run_1/layer_met1.png
Supply wires on this layer in grey.
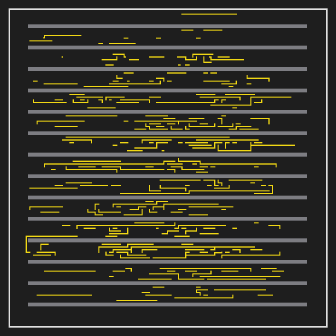
run_1/io_fan.png
Scale bar: 10 um.
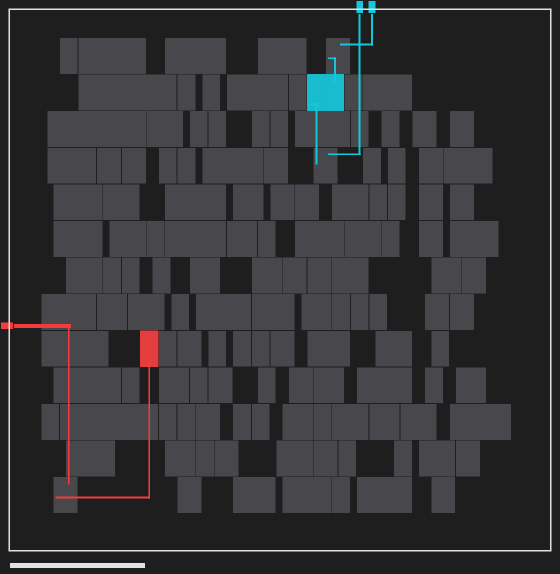
run_1/cell_density.png
Scale bar: 10 um. The die is cut into 8 by 8 equal tiles; white is low, dark blue is high, 0 to 100% covered.
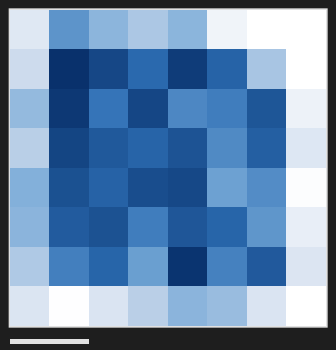
## src/rtl/instr_sequencer.sv

```systemverilog
// Timestep controller for the 10-bit processor. It fetches into the IR at T0,
// then decodes (T, INSTR) into bus, register-file and ALU strobes.
module instr_sequencer #(
  parameter int DW  = 10,
  parameter int RW  = 2,
  parameter int FNW = 4
) (
  input  logic           CLKb,
  input  logic           CLRn,
  input  logic [DW-1:0]  INSTR,
  output logic [RW-1:0]  Rin,
  output logic [RW-1:0]  Rout,
  output logic           ENW,
  output logic           ENR,
  output logic           Ain,
  output logic           Gin,
  output logic           Gout,
  output logic [FNW-1:0] ALUcont,
  output logic           Ext,
  output logic           IRin,
  output logic [1:0]     T,
  output logic           Clr,
  output logic           ERR
);

  typedef enum logic [1:0] {T0, T1, T2, T3} tstep_e;

  typedef enum logic [3:0] {
    OP_LOAD = 4'd0, OP_MOV, OP_ADD, OP_SUB, OP_INV,
    OP_NEG, OP_AND, OP_OR, OP_XOR, OP_ADDI
  } opcode_e;

  tstep_e          t_q, t_d;
  logic            err_q, err_d;
  opcode_e         op;
  logic [RW-1:0]   rx, ry;
  logic            illegal;
  logic            unused_mid;

  logic [RW-1:0]   rin_c, rout_c;
  logic            enw_c, enr_c, ain_c, gin_c, gout_c, ext_c, irin_c, clr_c;
  logic [FNW-1:0]  alu_c;

  assign op         = opcode_e'(INSTR[3:0]);
  assign rx         = INSTR[DW-1 -: RW];
  assign ry         = INSTR[DW-1-RW -: RW];
  assign illegal    = (INSTR[3:0] > 4'd9);
  assign unused_mid = ^INSTR[DW-2*RW-1:4];

  always_comb begin
    rin_c  = '0;
    rout_c = '0;
    enw_c  = 1'b0;
    enr_c  = 1'b0;
    ain_c  = 1'b0;
    gin_c  = 1'b0;
    gout_c = 1'b0;
    ext_c  = 1'b0;
    irin_c = 1'b0;
    clr_c  = 1'b0;
    unique case (t_q)
      T0: begin
        ext_c  = 1'b1;
        irin_c = 1'b1;
      end
      T1: begin
        case (op)
          OP_LOAD: begin
            ext_c = 1'b1; rin_c = rx; enw_c = 1'b1; clr_c = 1'b1;
          end
          OP_MOV: begin
            rout_c = ry; enr_c = 1'b1; rin_c = rx; enw_c = 1'b1; clr_c = 1'b1;
          end
          OP_INV, OP_NEG: begin
            rout_c = ry; enr_c = 1'b1; gin_c = 1'b1;
          end
          OP_ADD, OP_SUB, OP_AND, OP_OR, OP_XOR, OP_ADDI: begin
            rout_c = rx; enr_c = 1'b1; ain_c = 1'b1;
          end
          default: clr_c = 1'b1;
        endcase
      end
      T2: begin
        case (op)
          OP_INV, OP_NEG: begin
            gout_c = 1'b1; rin_c = rx; enw_c = 1'b1; clr_c = 1'b1;
          end
          OP_ADD, OP_SUB, OP_AND, OP_OR, OP_XOR: begin
            rout_c = ry; enr_c = 1'b1; gin_c = 1'b1;
          end
          OP_ADDI: begin
            ext_c = 1'b1; gin_c = 1'b1;
          end
          default: clr_c = 1'b1;
        endcase
      end
      T3: begin
        case (op)
          OP_ADD, OP_SUB, OP_AND, OP_OR, OP_XOR, OP_ADDI: begin
            gout_c = 1'b1; rin_c = rx; enw_c = 1'b1; clr_c = 1'b1;
          end
          default: clr_c = 1'b1;
        endcase
      end
      default: clr_c = 1'b1;
    endcase
  end

  // ADDI reuses the adder, so its function code is ADD rather than its opcode
  assign alu_c = !gin_c          ? '0 :
                 (op == OP_ADDI) ? FNW'(4'b0010) :
                                   FNW'(INSTR[3:0]);

  assign t_d   = clr_c ? T0 : tstep_e'(t_q + 2'd1);
  assign err_d = err_q | ((t_q == T1) & illegal);

  always_ff @(posedge CLKb) begin
    if (!CLRn) begin
      t_q   <= T0;
      err_q <= 1'b0;
    end else begin
      t_q   <= t_d;
      err_q <= err_d;
    end
  end

  // Strobes are suppressed while reset is held so an aborted write never lands
  assign Rin     = CLRn ? rin_c  : '0;
  assign Rout    = CLRn ? rout_c : '0;
  assign ENW     = CLRn & enw_c;
  assign ENR     = CLRn & enr_c;
  assign Ain     = CLRn & ain_c;
  assign Gin     = CLRn & gin_c;
  assign Gout    = CLRn & gout_c;
  assign ALUcont = CLRn ? alu_c  : '0;
  assign Ext     = CLRn & ext_c;
  assign IRin    = CLRn & irin_c;
  assign Clr     = CLRn & clr_c;
  assign T       = t_q;
  assign ERR     = err_q;

endmodule

```

## config.mk

```make
export PLATFORM = sky130hd
export DESIGN_NAME = instr_sequencer
export DESIGN_NICKNAME = d
export VERILOG_FILES = /design/src/rtl/instr_sequencer.sv
export SDC_FILE = /design/constraint.sdc
export NUM_CORES = 1
export LEC_CHECK = 0
export ABC_AREA = 1
export CAP_MARGIN = 5
export CORE_MARGIN = 2
export CORE_UTILIZATION = 39
export CTS_BUF_LIST = sky130_fd_sc_hd__clkbuf_8 sky130_fd_sc_hd__clkbuf_16
export CTS_CLUSTER_SIZE = 12
export DETAILED_ROUTE_END_ITERATION = 10
export MAX_ROUTING_LAYER = met4
export PLACE_DENSITY = 0.8
export SLEW_MARGIN = 20
export SYNTH_ARGS = -nofsm -noshare
export SYNTH_HDL_FRONTEND = slang
export SYNTH_SLANG_ARGS = --single-unit
```

## constraint.sdc

```tcl
create_clock -name CLKb -period 2.6 [get_ports CLKb]
set_clock_uncertainty 0.2 [all_clocks]
set_input_delay 0.52 -clock CLKb [delete_from_list [all_inputs] [get_ports CLKb]]
set_output_delay 0.52 -clock CLKb [all_outputs]
set_load 0.02 [all_outputs]
```

==> job_summary.md, run 1 <==
### Yosys + OpenROAD results

| Metric | Value |
|---|---|
| Status | `completed` |
| Cells in synth_stat.txt | `around 91` |
| Reg power frac | `0.145` |
| Final wirelength | `1530 um` |
| Die Ht | `40.1 um` |
| Worst setup margin | `0.173 ns` |
| Min cycle time layout | `2.43 ns` |
| Root buffer cell | `clkbuf_8` |
| Layout cells sized above 1 | `0.351` |
| Power per Cell Area | `just over 500 nW/um2` |
| Area of the die | `1610 um2` |
| Die W | `40.1 um` |
| Residual DRC count | `0` |
| Post-Syn Instances | `between 90 and 100` |
| Antenna cells | `0` |
| Pint | `approximately 0.00026 W` |
| Element type at the critical path end | `output pin` |
| Worst endpoint data arrival time | `roughly 1.7 ns` |
| Cell Type Count | `15` |
| Initial antenna violation count | `0` |
| Setup violators final | `0` |
| Ys flops | `3` |
| Number of port buffers | `28` |
| Max IR drop VDD | `~0.38 mV` |
| Lkg Pwr | `0.522 nW` |
| Combinational power share | `0.562` |
| Slew @ Worst Pin | `0.264 ns` |
| Initial DRC count | `4` |
| Placer Congestion | `0.776` |
| Count of tool warnings | `31` |
| Final instance area | `886 um2` |
| CTS tree | `done` |
| Site row count | `13` |
| Seq share, synth | `0.118` |
| Cell Area, Synth | `509 um2` |
| Max_cap viols | `0` |
| Hold Crit Class | `reg -> reg` |
| Core Box Area | `1250 um2` |
| H-Tree Depth | `1` |
| All-Layer GR Usage | `0.229` |
| Filler cell count in the final layout | `113` |
| Clk network pwr share | `0.293` |
| Grt ovf | `0` |
| Area Growth Syn to Fin | `74.0%` |
| Placed cell areas | `891 um2` |
| CTS Buf Count | `3` |
| Synth warnings | `0` |
| Final hold viol count | `0` |
| Switch share | `0.413` |
| Num ports | `31` |
| Max Freq | `412 MHz` |
| DRT antenna net count | `0` |
| DP Worst Slack | `-0.476 ns` |
| Max-slew violations | `0` |
| Slew headroom | `0.824` |
| DR pass1 iterations | `2` |
| Vias in the first global route | `587` |
| Final-stage net count | `151` |
| WL/cell | `just over 10 um` |
| Critical path launch point type | `input port` |
| Hpwl dp | `1230 um` |
| Crit Path Category | `in -> out` |
| Yosys stat area | `509 um2` |
| CTS sink cnt | `3` |
| Crit share post-route | `0.933` |
| RSZ-0062 raised after global routing | `no` |
| NetSw | `0.000185 W` |
| Syn Area/Cell | `5.60 um2` |
| First-pass GRT wire length | `between 2000 and 2500 um` |
| Late-Pin Clk Latency | `~0.22 ns` |
| Floorplan net count | `between 100 and 150` |
| Largest net degree at the start of global routing | `7` |
| Clk slew on worst S/H paths | `0.03 ns` |
| CTS max path bufs | `2` |
| Via/cell ratio | `approximately 4.6` |
| Fp util | `0.407` |
| Critical Path Fanout Max | `6` |
| Overall Power | `0.000447 W` |
| Crit path DRT | `1.88 ns` |
| DR vias | `a little under 700` |
About layer_met1.png:
The wires run mostly horizontal. The layer carries 674 um of wire. The layer holds 44% of the routed length. 126 nets have wire on it.

About io_fan.png:
`Rin`: marked cyan, bits 2, direction output, end cells 2, buffers 2, wire 24.2 um. `Ext`: marked red, bits 1, direction output, end cells 1, buffers 1, wire 32.7 um.

About cell_density.png:
38% of the tiles are over 75% full. The mean over all tiles is 54%. The fullest tile reaches 100%. The emptiest ninth of the die: upper right. 9.4% of the tiles are nearly empty.

run 1: critical path: stages:
cell and delay (ns):
dlygate4sd2_1 0.35, inv_2 0.08, nand2_2 0.10, nand2_4 0.08, inv_2 0.08, nand2_2 0.05
nand2_2 0.06, nand2_1 0.05, nor2_2 0.07, clkdlybuf4s15_2 0.26
run 1: layout by cell type, fill, tap and decap left out, drive strengths merged:
cell type      count
o21ai              3
dfxtp              3
ha                 4
nand2             31
nand3              6
dlymetal6s2s       2
nor3               2
a21oi              7
o211ai             2
clkbuf             3
clkdlybuf4s15      3
clkdlybuf4s50      9
inv               17
buf               23
dlygate4sd2        2
nor2              17
run 1: area by class of cell:
class                           instances  area [um2]  area share
Clock inverter                          1        3.75     0.00424
Clock buffer                            3        41.3      0.0466
Inverter                               16        60.1      0.0678
Tap cell                               15        18.8      0.0212
Multi-Input combinational cell         72         394       0.445
Timing Repair Buffer                   39         308       0.347
Sequential cell                         3        60.1      0.0678
run 1: state kept, by name, summed over array words and instances (netlist names):
register  count
ERR           1
T             2
run 1: cells by family after synthesis:
family / count (synthesis) / share of synthesized area
buffers and inverters: 16 / 0.118
AND/OR/NAND/NOR: 56 / 0.531
flip-flops: 3 / 0.118
AND-OR/OR-AND: 12 / 0.135
adder cells (fa/ha/maj): 4 / 0.0983
run 1: cell usage after synthesis:
cell type	number	area share
ha_1	4	0.098
nor3_1	2	0.020
inv_2	2	0.015
a21oi_1	7	0.069
o21ai_0	2	0.020
o21ai_2	1	0.017
dfxtp_1	3	0.12
nand2_1	22	0.16
nand2_2	7	0.086
nand3_1	6	0.059
inv_1	14	0.10
nand2_4	2	0.044
nor2_1	10	0.074
nor2_2	7	0.086
o211ai_1	2	0.029
run 1: power groups by stage:
stage | Combinational, W | Sequential (W) | Clock [W]
finish | 0.000251 | 0.0000649 | 0.000131
global route | 0.000278 | 0.0000663 | 0.000146
CTS | 0.000254 | 0.0000650 | 0.000135
detailed placement | 0.000261 | 0.0000653 | 0
global placement | 0.000257 | 0.0000648 | 0
floorplan | 0.000131 | 0.0000751 | 0
run 1: what timing repair did:
action	in CTS	in global routing
buffers inserted	0	0
hold buffers	0	0
setup endpoints to repair	15	16
pin swaps	1	0
hold endpoints to repair	0	0
gates resized	58	4
run 1: stage by stage:
| step | hold slack, ns | cells | util | setup TNS [ns] |
|---|---|---|---|---|
| 5_1_grt | 0.298 | 149 | 0.707 | 0 |
| 3_3_place_gp | 0.255 | 145 | 0.711 | -5.95 |
| 4_1_cts | 0.280 | 149 | 0.704 | 0 |
| 3_5_place_dp | 0.265 | 145 | 0.711 | -6.30 |
| 6_report | 0.277 | 149 | 0.707 | 0 |
| 2_1_floorplan | 0.355 | 91 | - | 0 |
run 1: layer usage:
layer  wire [um]  track usage  part of all wire  up-vias
met1         673        0.270              0.44      299
met4          12        0.147            0.0079        0
met5           0            -                 0        -
met3          78       0.0444             0.051        2
met2         763        0.351              0.50       14
li1            -            -                 -      367
run 1: final timing paths:
check	startpoint	end	slack, ns	cells after the start
setup / recovery	INSTR[3]	Clr	0.17	10
setup reg to reg	T[0]	T[1]	1.05	8
hold reg to reg	ERR	ERR	0.28	2
hold / removal	ERR	ERR	0.28	2
==> run 1 -> run 2 <==
Settings changed: TNS_END_PERCENT set to 10.
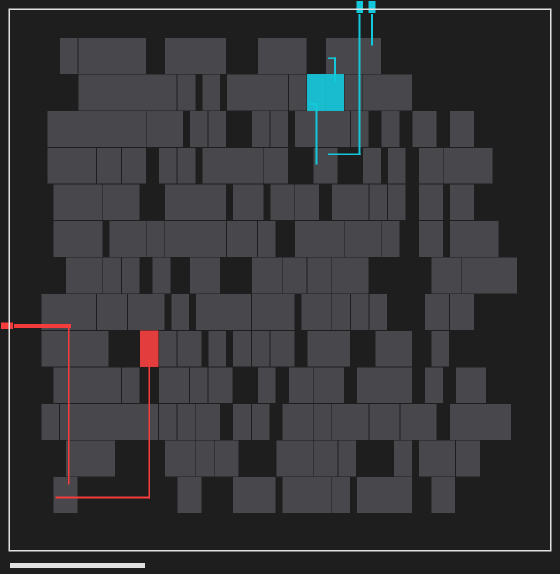
run_2/io_fan.png
Scale bar: 10 um.
`Ext`: marked red, bits 1, direction output, end cells 1, buffers 1, wire 32.7 um. `Rin`: marked cyan, bits 2, direction output, end cells 2, buffers 2, wire 21.9 um.

==> run 2 against run 1 <==
Effect of this change:
- worst setup slack unchanged
- sequential power hardly changed
- utilization up 1.0 points
- wire length down 0.33%
- non-clock buffer count unchanged
==> job_summary.md, run 2 <==
### Yosys + OpenROAD results

| Metric | Value |
|---|---|
| Status | `completed` |
| Max_cap viols | `0 (unchanged)` |
| Yosys stat area | `509 um2 (unchanged)` |
| Max Freq | `412 MHz (unchanged)` |
| DR vias | `682 (unchanged)` |
| CTS max path bufs | `2 (unchanged)` |
| Element type at the critical path end | `output pin` |
| FF-to-FF Start | `T[0]` |
| WHS | `0.277 ns (unchanged)` |
| WL/cell | `10.2 um (-0.33%)` |
| Top Layout Cells | `22 x nand2_1, 15 x inv_1, 11 x buf_4` |
| Final-stage net count | `151 (unchanged)` |
| Grt ovf | `0 (unchanged)` |
| Worst Hold Launch | `ERR` |
| Crit share post-route | `0.933 (unchanged)` |
| Number of port buffers | `28 (unchanged)` |
| Residual DRC count | `0 (unchanged)` |
| Reg2reg path depth | `8 (unchanged)` |
| Num ports | `31 (unchanged)` |
| Seq share, synth | `0.118 (unchanged)` |
| CTS Buf Count | `3 (unchanged)` |
| Max IR drop VDD | `0.382 mV (about the same)` |
| Top cells by count | `22 x nand2_1, 14 x inv_1, 10 x nor2_1` |
| Crit Reg-Reg Endpoint | `T[1]` |
| Via/cell ratio | `4.58 (unchanged)` |
| Max-slew violations | `0 (unchanged)` |
| Final hold viol count | `0 (unchanged)` |
| Post-synth EDFFs | `0 (unchanged)` |
| Vias in the first global route | `587 (unchanged)` |
| FF-to-FF setup slack | `1.05 ns (about the same)` |
| Antenna cells | `0 (unchanged)` |
| Die W | `40.1 um (unchanged)` |
| Power per Cell Area | `498 nW/um2 (-1.2%)` |
| Hold path endpoint | `ERR` |
| Async S/R FF share, synth | `0 (unchanged)` |
| CTS sink cnt | `3 (unchanged)` |
| Final Util | `0.717 (+0.00999)` |
| Largest area contributor in the netlist | `nand2_1` |
| Late-Pin Clk Latency | `0.22 ns (about the same)` |
| Syn Area/Cell | `5.60 um2 (unchanged)` |
| Slew headroom | `0.824 (unchanged)` |
| Synth warnings | `0 (unchanged)` |
| Hold Crit Class | `reg -> reg` |
| Initial antenna violation count | `0 (unchanged)` |
| Area of the die | `1610 um2 (unchanged)` |
| Die Ht | `40.1 um (unchanged)` |
| Slew @ Worst Pin | `0.264 ns (unchanged)` |
| Area share, top type | `0.162 (unchanged)` |
| Hpwl dp | `1230 um (unchanged)` |
| Worst endpoint data arrival time | `1.71 ns (about the same)` |
| Initial DRC count | `4 (unchanged)` |
| Min cycle time layout | `2.43 ns (unchanged)` |
| Hold depth | `2 (unchanged)` |
| Storage cell area | `60.1 um2 (unchanged)` |
| Largest net degree at the start of global routing | `7 (unchanged)` |
| Crit path DRT | `1.88 ns (about the same)` |
| Placer Congestion | `0.776 (unchanged)` |
| All-Layer GR Usage | `0.229 (unchanged)` |
| Site row count | `13 (unchanged)` |
| RSZ-0062 raised after global routing | `no` |
| Cells in synth_stat.txt | `91 (unchanged)` |
| Core Box Area | `1250 um2 (unchanged)` |
| Ys flops | `3 (unchanged)` |
| CTS tree | `done` |
| Filler cell count in the final layout | `111 (-1.8%)` |
| Critical path launch point type | `input port` |
| DRT antenna net count | `0 (unchanged)` |
| Post-Syn Instances | `91 (unchanged)` |
| Area Growth Syn to Fin | `76.4%` |
| Setup violators final | `0 (unchanged)` |
## run 2: netlist changes by cell type in the layout (fill, tap and decap cells not counted)
cell,before,now
buf_2,12,10
clkdlybuf4s15_2,2,4
## run 2: metrics by stage
step / power, W / setup WS, ns / instances / setup TNS (ns) / cell area, um2
after floorplan: 0.000207 / 0.533 / 91 / 0 / 509
after global placement: 0.000322 / -0.434 / 145 / -5.95 / 891
after detailed placement: 0.000327 / -0.476 / 145 / -6.30 / 891
after CTS: 0.000454 / -0.0319 / 149 / -0.0319 / 888
after global routing: 0.000491 / 0.0307 / 149 / 0 / 898
final: 0.000448 / 0.173 / 149 / 0 / 898
## run 2: what timing repair did
| action | CTS | global route |
|---|---|---|
| buffers inserted | 0 | 0 |
| cloned | 0 | 0 |
| gates resized | 57 | 3 |
| pin swaps | 1 | 0 |
| hold buffers | 0 | 0 |
| setup endpoints to repair | 15 | 16 |
## run 2: cell type report
cell class,instances,area share
timing repair buffer,39,0.357
inverter,16,0.0669
clock buffer,3,0.0460
tap,15,0.0209
multi-input combinational,72,0.439
sequential,3,0.0669
clock inverter,1,0.00418
## run 2: cells by family (layout without fill, tap and decap cells)
kind of cell / after synthesis / after routing / synth area share
adder cells (fa/ha/maj): 4 / 4 / 0.0983
flip-flops: 3 / 3 / 0.118
AND/OR/NAND/NOR: 56 / 56 / 0.531
buffers and inverters: 16 / 59 / 0.118
AND-OR/OR-AND: 12 / 12 / 0.135
## run 2: how the worst max path moves through the flow
stage	endpoint	startpoint	cells after the start	slack [ns]
final	Clr	INSTR[3]	10	0.17
after global routing	Rin[0]	INSTR[1]	7	0.03
after CTS	Rin[0]	INSTR[2]	9	-0.03
after detailed placement	ALUcont[0]	INSTR[1]	9	-0.48
after global placement	ALUcont[2]	INSTR[3]	7	-0.43
after floorplan	Ain	T[0]	3	0.53
## run 2: critical path, stage by stage
cell and delay, ns:
dlygate4sd2_1 0.35, inv_2 0.08, nand2_2 0.10, nand2_4 0.08, inv_2 0.08, nand2_2 0.05, nand2_2 0.06, nand2_1 0.05
nor2_2 0.07, clkdlybuf4s15_2 0.26
## run 2: power by group
part	leakage (nW)	switching [W]	internal, W	total (W)
Sequential	0.0248	0.00000921	0.0000557	0.0000649
Clock	0.0269	0.0000304	0.000100	0.000131
Combinational	0.466	0.000145	0.000107	0.000252
Total	0.518	0.000185	0.000263	0.000448
## run 2: metal layers
layer	GRT usage	wire length (um)
met5	-	0
met4	0.147	12
met3	0.0444	75
met2	0.351	763
met1	0.270	670
No activity file was given, so power comes from the tool's default toggle rates.
